[src/rtl/hazard_sched.sv]
// Interlock and issue scheduler for the 5-stage integer pipe: tracks EX/MEM
// destinations, selects operand forwarding, and raises load-use, multi-cycle and branch-flush controls.
module hazard_sched #(
  parameter int DST_W     = 5,
  parameter int MULTI_CYC = 4
) (
  input  logic             clk,
  input  logic             rst,
  input  logic             id_valid,
  input  logic [1:0]       id_ctrl_type,
  input  logic [DST_W-1:0] id_src1,
  input  logic [DST_W-1:0] id_src2,
  input  logic [DST_W-1:0] id_dst,
  input  logic             id_multi,
  input  logic             ex_branch_taken,
  output logic             stall_if,
  output logic             stall_id,
  output logic             bubble_ex,
  output logic             flush_id,
  output logic [1:0]       fwd_src1,
  output logic [1:0]       fwd_src2,
  output logic             busy
);

  typedef enum logic [1:0] {
    RUN     = 2'd0,
    LDSTALL = 2'd1,
    MULTI   = 2'd2
  } state_t;

  localparam logic [1:0] T_SW    = 2'b00;
  localparam logic [1:0] T_LW    = 2'b01;
  localparam logic [1:0] T_RMATH = 2'b10;

  state_t r_state, w_state_nxt;
  logic [3:0] r_cnt, w_cnt_nxt;

  logic             r_ex_v, r_ex_ld, r_mem_v;
  logic [DST_W-1:0] r_ex_dst, r_mem_dst;

  logic w_use1, w_use2, w_writes, w_is_lw, w_multi_req;
  logic w_ex_m1, w_ex_m2, w_mem_m1, w_mem_m2, w_load_use;
  logic w_adv, w_stall_if, w_stall_id, w_bubble, w_flush, w_busy;
  logic [1:0] w_fwd1, w_fwd2, w_sel1, w_sel2;

  // Source usage by type: every type reads src1; only sw and rmath read src2.
  assign w_use1      = id_valid;
  assign w_use2      = id_valid && (id_ctrl_type == T_SW || id_ctrl_type == T_RMATH);
  assign w_writes    = (id_ctrl_type != T_SW);
  assign w_is_lw     = (id_ctrl_type == T_LW);
  assign w_multi_req = id_valid && (id_ctrl_type == T_RMATH) && id_multi;

  // r0 is hardwired zero, so it never creates a dependency.
  assign w_ex_m1  = r_ex_v  && (id_src1 != '0) && (id_src1 == r_ex_dst);
  assign w_ex_m2  = r_ex_v  && (id_src2 != '0) && (id_src2 == r_ex_dst);
  assign w_mem_m1 = r_mem_v && (id_src1 != '0) && (id_src1 == r_mem_dst);
  assign w_mem_m2 = r_mem_v && (id_src2 != '0) && (id_src2 == r_mem_dst);

  assign w_load_use = r_ex_ld && ((w_use1 && w_ex_m1) || (w_use2 && w_ex_m2));

  // A load still in EX has no result yet, so an EX hit on a load selects the regfile.
  function automatic logic [1:0] fwd_sel(input logic use_s, input logic ex_m,
                                         input logic ex_ld, input logic mem_m);
    if (!use_s) return 2'b00;
    if (ex_m)   return ex_ld ? 2'b00 : 2'b01;
    if (mem_m)  return 2'b10;
    return 2'b00;
  endfunction

  assign w_sel1 = fwd_sel(w_use1, w_ex_m1, r_ex_ld, w_mem_m1);
  assign w_sel2 = fwd_sel(w_use2, w_ex_m2, r_ex_ld, w_mem_m2);

  always_ff @(posedge clk or posedge rst) begin
    if (rst) begin
      r_state <= RUN;
      r_cnt   <= 4'd0;
    end else begin
      r_state <= w_state_nxt;
      r_cnt   <= w_cnt_nxt;
    end
  end

  always_comb begin
    w_state_nxt = r_state;
    w_cnt_nxt   = r_cnt;
    w_adv       = 1'b0;
    w_stall_if  = 1'b0;
    w_stall_id  = 1'b0;
    w_bubble    = 1'b0;
    w_flush     = 1'b0;
    w_busy      = 1'b0;
    w_fwd1      = w_sel1;
    w_fwd2      = w_sel2;
    case (r_state)
      RUN: begin
        if (ex_branch_taken) begin
          w_flush  = 1'b1;
          w_bubble = 1'b1;
        end else if (w_load_use) begin
          w_stall_if  = 1'b1;
          w_stall_id  = 1'b1;
          w_bubble    = 1'b1;
          w_state_nxt = LDSTALL;
        end else begin
          w_adv = 1'b1;
          if (w_multi_req) begin
            w_state_nxt = MULTI;
            w_cnt_nxt   = 4'(MULTI_CYC - 1);
          end
        end
      end
      LDSTALL: begin
        // EX holds the bubble here, so the held instruction always issues now.
        w_adv       = 1'b1;
        w_state_nxt = RUN;
        if (w_multi_req) begin
          w_state_nxt = MULTI;
          w_cnt_nxt   = 4'(MULTI_CYC - 1);
        end
      end
      MULTI: begin
        w_stall_if = 1'b1;
        w_stall_id = 1'b1;
        w_busy     = 1'b1;
        w_fwd1     = 2'b00;
        w_fwd2     = 2'b00;
        w_cnt_nxt  = r_cnt - 4'd1;
        if (r_cnt == 4'd1) w_state_nxt = RUN;
      end
      default: begin
        w_state_nxt = RUN;
        w_cnt_nxt   = 4'd0;
      end
    endcase
  end

  // Shadow scoreboard; frozen while the multi-cycle op occupies EX.
  always_ff @(posedge clk or posedge rst) begin
    if (rst) begin
      r_ex_v    <= 1'b0;
      r_ex_ld   <= 1'b0;
      r_ex_dst  <= '0;
      r_mem_v   <= 1'b0;
      r_mem_dst <= '0;
    end else if (r_state != MULTI) begin
      r_mem_v   <= r_ex_v;
      r_mem_dst <= r_ex_dst;
      if (w_bubble) begin
        r_ex_v  <= 1'b0;
        r_ex_ld <= 1'b0;
      end else if (w_adv) begin
        r_ex_v   <= id_valid && w_writes;
        r_ex_dst <= id_dst;
        r_ex_ld  <= id_valid && w_is_lw;
      end
    end
  end

  // Reset forces every control low immediately, independent of the ID inputs.
  assign stall_if  = w_stall_if & ~rst;
  assign stall_id  = w_stall_id & ~rst;
  assign bubble_ex = w_bubble   & ~rst;
  assign flush_id  = w_flush    & ~rst;
  assign busy      = w_busy     & ~rst;
  assign fwd_src1  = rst ? 2'b00 : w_fwd1;
  assign fwd_src2  = rst ? 2'b00 : w_fwd2;

endmodule

[config.mk]
export PLATFORM = sky130hd
export DESIGN_NAME = hazard_sched
export DESIGN_NICKNAME = d
export VERILOG_FILES = /design/src/rtl/hazard_sched.sv
export SDC_FILE = /design/constraint.sdc
export NUM_CORES = 1
export LEC_CHECK = 0
export CORE_AREA = 8 8 77 86
export CTS_CLUSTER_SIZE = 16
export DETAILED_ROUTE_END_ITERATION = 12
export DIE_AREA = 0 0 85 94
export HOLD_SLACK_MARGIN = 0.15
export PLACE_DENSITY = 0.43
export SLEW_MARGIN = 20
export SYNTH_ARGS = -nofsm -noshare
export SYNTH_HDL_FRONTEND = slang
export SYNTH_SLANG_ARGS = --single-unit
export TNS_END_PERCENT = 50
[constraint.sdc]
create_clock -name clk -period 2.94 [get_ports clk]
set_input_delay 0.441 -clock clk [delete_from_list [all_inputs] [get_ports clk]]
set_output_delay 0.441 -clock clk [all_outputs]
set_load 0.1 [all_outputs]
**Run 1: close-up of the layout**

Region (51, 11) to (76, 36) um. Cells in grey, sequential cells in the stronger grey; small squares are vias.
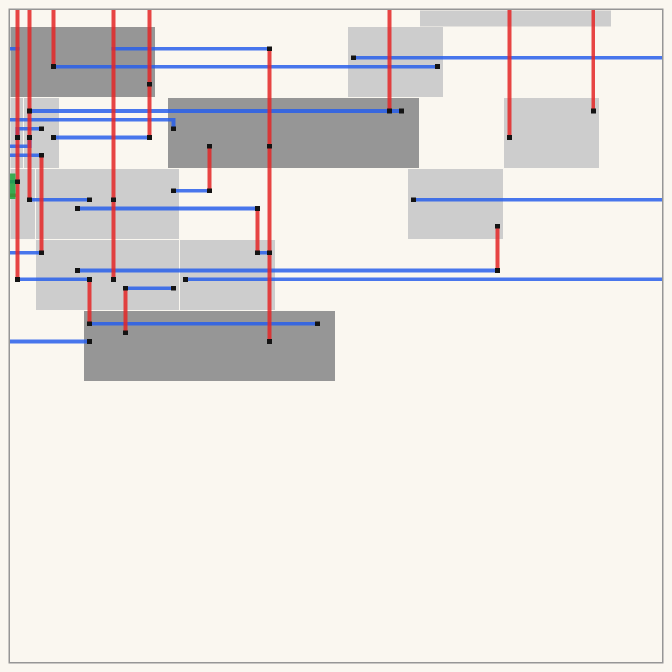
layer	colour
M2	red
M3	green
M1	blue
netlist names of flops here include	r_ex_dst (2), r_mem_dst (1)
cells with their middle in the window	11
sequential cells in the window	3
most frequent	clkdlybuf4s50_1 (4)

**Run 1: metal layers overlaid**

Two of the layers only.
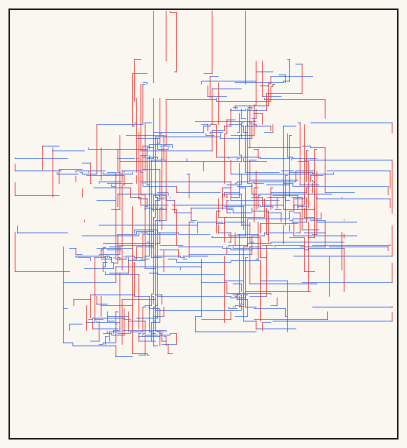
layer	colour	wire length
M1	blue	1910 um
M2	red	1590 um

==> datasheet_impl.txt, run 1 <==
Implementation parameters

Parameter                              Value

Critical path
  Slowest stage cell, crit path    sky130_fd_sc_hd__or4_4
  Top delay family on crit path    simple AND/OR/NAND/NOR gates
  Crit. Startpoint    r_ex_dst[1]
  Chain of cells forming the critical path    xnor2_1, nand3_1, or4_4, a21o_2, o21ba_2, nor3_4, buf_12
  Data arrival time at the worst-slack endpoint    ~2.4 ns
  Critical path buffers and inverters    1
  Logic depth of the worst path, buffers included    7
  Crit path launch type    register
  Required time of the worst setup path    around 2.5 ns
  Number of cells traversed by the worst register-to-register path    8
  Category of the critical setup timing path    reg -> out

Power
  Leakage power total    just over 0.0008 uW
  Sum of internal, switching and leakage power    about 790 uW
  Worst vdd ir    between 0.2 and 0.25 mV
  Clock power frac    a little under a quarter
  Gate power share    ~30%
  Biggest consumer    registers
  Share of total power consumed by net switching    approximately a third
  Total clock network power    approximately 190 uW
  Power per unit of standard cell area    410.4 nW/um2
  Int Power    about 530 uW
  Seq group    364 uW

Cells and area
  Post-route non-filler standard cell count    between 200 and 250
  Filler cell count in the final layout    501
  Sequential cell count of the final layout    19
  Area of combinational cells with multiple inputs    783.3 um2
  Total of plain and repair buffers excluding clock buffers    51
  Area growth, synth to finish    53.09%
  Comb area share    around two fifths
  Multi-input combinational cell count    between 100 and 150
  Largest registers ranked by flip-flop count    r_ex_dst x5, r_mem_dst x5, r_cnt x4
  Clock network area share    under 10%
  Number of non-clock inverters in the layout    5
  Buffering overhead    between 20 and 30%
  Proportion of cell area occupied by registers    ~25%
  Fraction of layout instances using a drive strength above 1    ~29%
  Clock buf count    3
  Finished Cell Area    around 1900 um2

Min path
  Startpoint of the tightest hold check path    r_mem_v
  Hold-critical path depth    2

Global route
  Met3 Use GR    2.625%
  Initial antenna violation count    0
  Wire length of the first global-routing pass    roughly 6.3 mm
  Maximum number of pins on one net before global-route repair    20
  Overflow after GRT    0

Detailed routing
  Remaining antenna violation count after routing    0
  Met1 layer wirelength in the final routing    1.910 mm
  Highest signal layer in the routed design    met4
  Met2 WL post-DR    1.586 mm
  DRC violations left    0
  Violation tally from detailed-route iteration zero    91
  Via density    approximately 4.7

Floorplan
  Number of placement rows    28
  Ports placed on the boundary    31
  Starting utilization of the core area    24.07%
  Die W    roughly 85 um

Clock network
  Buffers inserted during post-CTS setup optimization    1
  Clk_lat worst skew    between 0.2 and 0.3 ns
  Total of cells resized after clock tree synthesis    5
  # clock sinks    19
  Htree depth    1
  TritonCTS buffer count    3
  Hold-fix buffer count after cts    0
  Clock Tree Buf Depth    2
  TritonCTS clock tree    yes

Logic synthesis
  Post-synthesis cell count    approximately 140
  Distinct lib cells used    34
  Yosys stat area    ~1300 um2
  Syn_nets    between 150 and 200
  Synth warnings    0
  Seq share, synth    37.85%

Timing
  Share of the cycle needed by the critical path after routing    roughly 97%
  Least setup slack across all paths after layout    between 0.09 and 0.1 ns
  F_max    351.9 MHz
  Period minus WS final    about 2.8 ns
  Post-Route Hold Slack    between 0.5 and 0.6 ns

Placed design
  Final Wtd Congestion    0.8266
  Total cell area at the placement stage    1848 um2

Run status
  Result of the run    finished clean
**Run 1: where the registers sit**

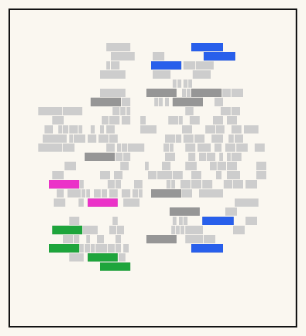
name in the netlist	colour	sequential cells
r_ex_dst	blue	5
r_cnt	green	4
r_state	magenta	2

## run 1: synth_stat cells (2+ instances only)
master,count,area share (%)
sky130_fd_sc_hd__nand2_1,23,6.9
sky130_fd_sc_hd__dfrtp_1,19,38
sky130_fd_sc_hd__xnor2_1,10,7.0
sky130_fd_sc_hd__xor2_1,10,7.0
sky130_fd_sc_hd__nor2_1,9,2.7
sky130_fd_sc_hd__o21ai_0,8,3.2
sky130_fd_sc_hd__nor3_1,7,2.8
sky130_fd_sc_hd__inv_1,5,1.5
sky130_fd_sc_hd__mux2_4,5,6.0
sky130_fd_sc_hd__nand2b_1,4,2.0
sky130_fd_sc_hd__nor4_1,4,2.0
sky130_fd_sc_hd__clkbuf_1,3,0.90
sky130_fd_sc_hd__a211oi_1,2,1.2
sky130_fd_sc_hd__a21oi_1,2,0.80
sky130_fd_sc_hd__a31oi_1,2,1.0
sky130_fd_sc_hd__ha_1,2,2.0
sky130_fd_sc_hd__nand3_1,2,0.80
sky130_fd_sc_hd__nand4_1,2,1.0
sky130_fd_sc_hd__nor2b_1,2,1.0
sky130_fd_sc_hd__o31a_1,2,1.4
sky130_fd_sc_hd__or3_1,2,1.0
sky130_fd_sc_hd__or4_4,2,1.8
## run 1: worst paths after layout
kind | end | slack [ns]
max | stall_if | 0.1
min | r_mem_v | 0.52
max reg2reg | r_ex_dst[1] | 0.61
min reg2reg | r_mem_v | 0.52
max in group asynchronous | r_ex_dst[1] | 2.13
min in group asynchronous | r_state[1] | 0.59
## run 1: cells by family after synthesis
group	share of synthesized area (%)
AND-OR/OR-AND	10.46
buffers and inverters	3.885
AND/OR/NAND/NOR	25.00
XOR/XNOR	13.94
flip-flops	37.85
multiplexers	6.872
adder cells (fa/ha/maj)	1.992
==> inputs of run 2 (changes only) <==
--- a/config.mk
+++ b/config.mk
@@ -5,10 +5,10 @@
 export SDC_FILE = /design/constraint.sdc
 export NUM_CORES = 1
 export LEC_CHECK = 0
-export CORE_AREA = 8 8 77 86
+export CORE_AREA = 4 4 73 82
 export CTS_CLUSTER_SIZE = 16
 export DETAILED_ROUTE_END_ITERATION = 12
-export DIE_AREA = 0 0 85 94
+export DIE_AREA = 0 0 77 86
 export HOLD_SLACK_MARGIN = 0.15
 export PLACE_DENSITY = 0.43
 export SLEW_MARGIN = 20
**Run 2: floorplan with the power grid**

Bar = 20 um. Pins as bars on the die edge. Tap cells in grey.
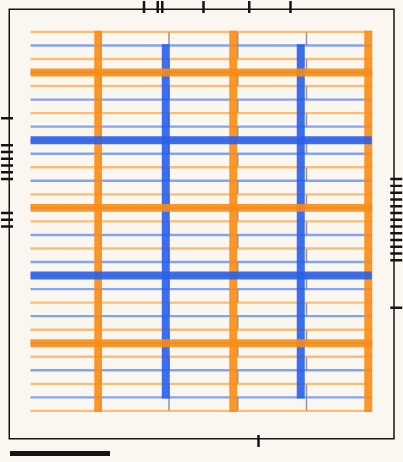
net	colour
VSS	orange
VDD	blue
tap cells	60
rows	28
signal pins	31
met5 straps	5
met4 straps	5

**Run 2: where the registers sit**

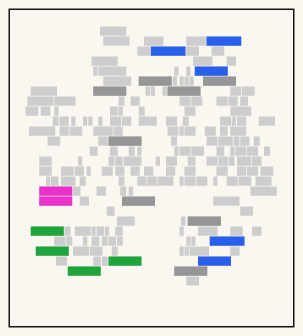
name in the netlist	colour	sequential cells
r_state	magenta	2
r_cnt	green	4
r_ex_dst	blue	5

==> datasheet_impl.txt, run 2 <==
Implementation parameters

Parameter                              Value

Cells and area
  Area growth, synth to finish    55.58%
  Finished Cell Area    between 1500 and 2000 um2
  Number of nets in the layout    ~220
  Antenna fix cells    0
  Fraction of layout instances using a drive strength above 1    about 31%
  Final core utilization    37.44%
  Most frequent cells in the layout    sky130_fd_sc_hd__nand2_1, sky130_fd_sc_hd__buf_4, sky130_fd_sc_hd__dfrtp_1
  Post-route non-filler standard cell count    between 200 and 300
  Filler cell count in the final layout    520
  Largest registers ranked by flip-flop count    r_ex_dst x5, r_mem_dst x5, r_cnt x4

Min path
  Hold-critical path depth    2
  Worst min-delay path class    reg -> reg
  Startpoint of the tightest hold check path    r_mem_v
  Terminating pin of the worst hold path    r_mem_v

Timing
  Number of failing hold endpoints at the final stage    0
  Post-route clock skew    around 0.0062 ns
  F_max    ~350 MHz
  Worst slew margin relative to its limit    roughly 63%
  Number of pins with negative max-slew slack in the final report    0
  Transition time at the pin with the least slew margin    between 0.5 and 0.6 ns
  Setup TNS Final    0 ns
  Setup violations, final    0
  Period minus WS final    around 2.8 ns
  Least setup slack across all paths after layout    0.09076 ns
  Share of the cycle needed by the critical path after routing    a little over nine tenths
  Post-Route Hold Slack    between 0.5 and 0.6 ns

Run status
  Result of the run    finished clean

Critical path
  Highest net fanout along the worst path    4
  Required time of the worst setup path    around 2.5 ns
  Category of the critical setup timing path    reg -> out
  Crit end category    output pin
  Delay of the slowest critical-path stage    0.57 ns
  Slowest stage cell, crit path    sky130_fd_sc_hd__or4_4
  Crit path launch type    register
  Reg-to-reg setup timing slack    approximately 0.64 ns
  Crit Reg-Reg Startpoint    r_ex_dst[2]
  Capture point of the worst reg-to-reg path    r_ex_dst[1]
  Data arrival time at the worst-slack endpoint    2.41 ns
  Chain of cells forming the critical path    xnor2_2, nand3_1, or4_4, a21o_4, o21ba_2, nor3_4, buf_12
  Number of cells traversed by the worst register-to-register path    8

Floorplan
  Number of placement rows    28
  Die W    77 um
  Ports placed on the boundary    31
  Die Outline Area    approximately 6600 um2
  Y dimension of the die    ~86 um
  Starting utilization of the core area    between 20 and 25%
  Area of the core region    ~5200 um2

Global route
  Maximum number of pins on one net before global-route repair    20
  Initial antenna violation count    0
  Vias in the first global route    1253
  Wire length of the first global-routing pass    6.030 mm
  Overflow after GRT    0
  Met3 Use GR    2.311%
  Global-route layer with the greatest usage    met2
  Met2 track demand over resource in global routing    approximately a fifth
  Met1 Track Usage GR    14.94%

Power
  Int Power    532.3 uW
  Share of total power consumed by net switching    approximately 33%
  Sequential fraction of design power    between 40% and 50%
  Leakage power total    roughly 0.00084 uW
  Clock power frac    between 20% and 30%
  Net switching power    approximately 260 uW
  Sum of internal, switching and leakage power    793.4 uW
  Worst vdd ir    between 0.15 and 0.2 mV
  Power per unit of standard cell area    about 410 nW/um2
  Gate power share    31.4%

Logic synthesis
  Seq share, synth    between 30 and 40%
  Distinct lib cells used    34
  Post-synthesis cell count    between 100 and 150
  Post-synth tally of flip-flops with integrated enable    0
  Dominant flop cell    sky130_fd_sc_hd__dfrtp_1
  Syn_nets    around 160
  Flops & latches, synth    19
  Synth warnings    0
  Synth async-reset ratio    100.0%
  Cell taking the most area after synthesis    sky130_fd_sc_hd__dfrtp_1
  Portion of synthesized cell area occupied by the leading cell type    between 30% and 40%
  Largest cells by area after synthesis    sky130_fd_sc_hd__dfrtp_1, sky130_fd_sc_hd__xnor2_1, sky130_fd_sc_hd__xor2_1
  Most common cell in the synthesized netlist    sky130_fd_sc_hd__nand2_1
  Yosys cell count    139
  Most frequent cells after synthesis    sky130_fd_sc_hd__nand2_1, sky130_fd_sc_hd__dfrtp_1, sky130_fd_sc_hd__xnor2_1, sky130_fd_sc_hd__xor2_1, sky130_fd_sc_hd__nor2_1
  Synthesized cell area    1256 um2
  Post-Syn Area per Cell    9.037 um2
  Yosys stat area    1256 um2

Job
  Tool Warnings    28
  Max-cap violations    0

Placed design
  Number of placed instances with taps included    241
  Final Wtd Congestion    0.8068
  Number of port buffers    30
  DP Worst Slack    -0.1674 ns
  Detailed-placement wirelength estimate    2.868 mm
  Total cell area at the placement stage    1853 um2

Detailed routing
  Routed wire length on met3    between 100 and 150 um
  Routed wirelength normalized by instance count    roughly 14 um
  Violation tally from detailed-route iteration zero    approximately 54
  Highest signal layer in the routed design    met4
  Met1 layer wirelength in the final routing    between 1.5 and 2 mm
  Total number of vias    about 1.2k
  Total Routed Length    approximately 3.6 mm
  Via density    ~4.6
  Met2 WL post-DR    about 1.7 mm
  Remaining antenna violation count after routing    0
  DRC violations left    0
  TritonRoute pass-1 iters    4

Clock network
  Clk_lat worst skew    approximately 0.26 ns
  Hold-fix buffer count after cts    0
  Clock Tree Buf Depth    2
  Htree depth    1
  TritonCTS buffer count    3
  Clock-pin slew reported for the worst setup and hold paths after clock tree synthesis    approximately 0.070 ns
  Clock root buffer master    sky130_fd_sc_hd__clkbuf_8
  # clock sinks    19
  TritonCTS clock tree    yes
**Run 2: metal layers overlaid**

Two of the layers only.
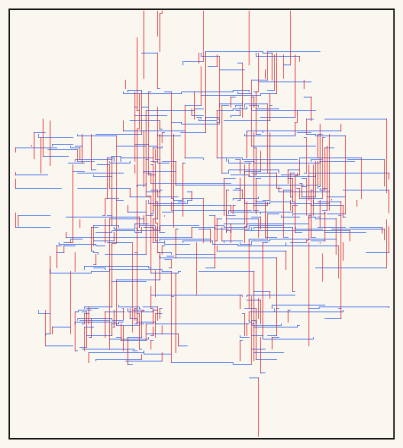
layer	colour	wire length
M1	blue	1760 um
M2	red	1650 um

==> run 2: power groups by stage <==
stage	combinational [uW]	sequential (uW)	clock, uW
global placement	229	367	0
finish	249	359	185
detailed placement	235	367	0
floorplan	151	352	0
global route	275	367	203
CTS	242	359	197
==> run 2: critical path, delay by kind of cell (launching register included) <==
family          cells  cell delay (ns)
xor+xnor            1             0.16
flops               1             0.45
compound gates      2             0.43
simple gates        3             0.89
buf+inv             1             0.21
==> run 2: kinds of logic after synthesis <==
logic type / share of synthesized area (%)
compound gates: 10.46
xor+xnor: 13.94
fa+ha+maj: 1.992
buf+inv: 3.885
flops: 37.85
mux: 6.872
simple gates: 25.00
==> run 2: worst max-delay path by stage <==
stage,startpoint,to,cells past startpoint
2_1_floorplan,rst,fwd_src1[1],5
3_3_place_gp,id_src1[1],stall_id,8
3_5_place_dp,id_src1[0],stall_if,8
4_1_cts,id_src1[4],stall_if,8
5_1_grt,r_ex_dst[4],stall_if,7
6_report,r_ex_dst[2],stall_if,7
==> run 2: final cells by class <==
| type | count | area [um2] | area share (%) |
|---|---|---|---|
| Clock inverter | 1 | 5.005 | 0.2561 |
| Sequential cell | 19 | 479.2 | 24.52 |
| Clock buffer | 3 | 41.29 | 2.113 |
| Timing Repair Buffer | 52 | 538.0 | 27.53 |
| Inverter | 5 | 18.77 | 0.9603 |
| Multi-Input combinational cell | 110 | 797.0 | 40.78 |
| Tap cell | 60 | 75.07 | 3.841 |
==> run 2: repair_timing <==
action | in CTS | in global routing
pin swaps | 1 | 7
gates resized | 6 | 13
endpoints found under the setup margin | 3 | 2
setup buffers | 2 | 3
Power is estimated from default activity; no workload was simulated.
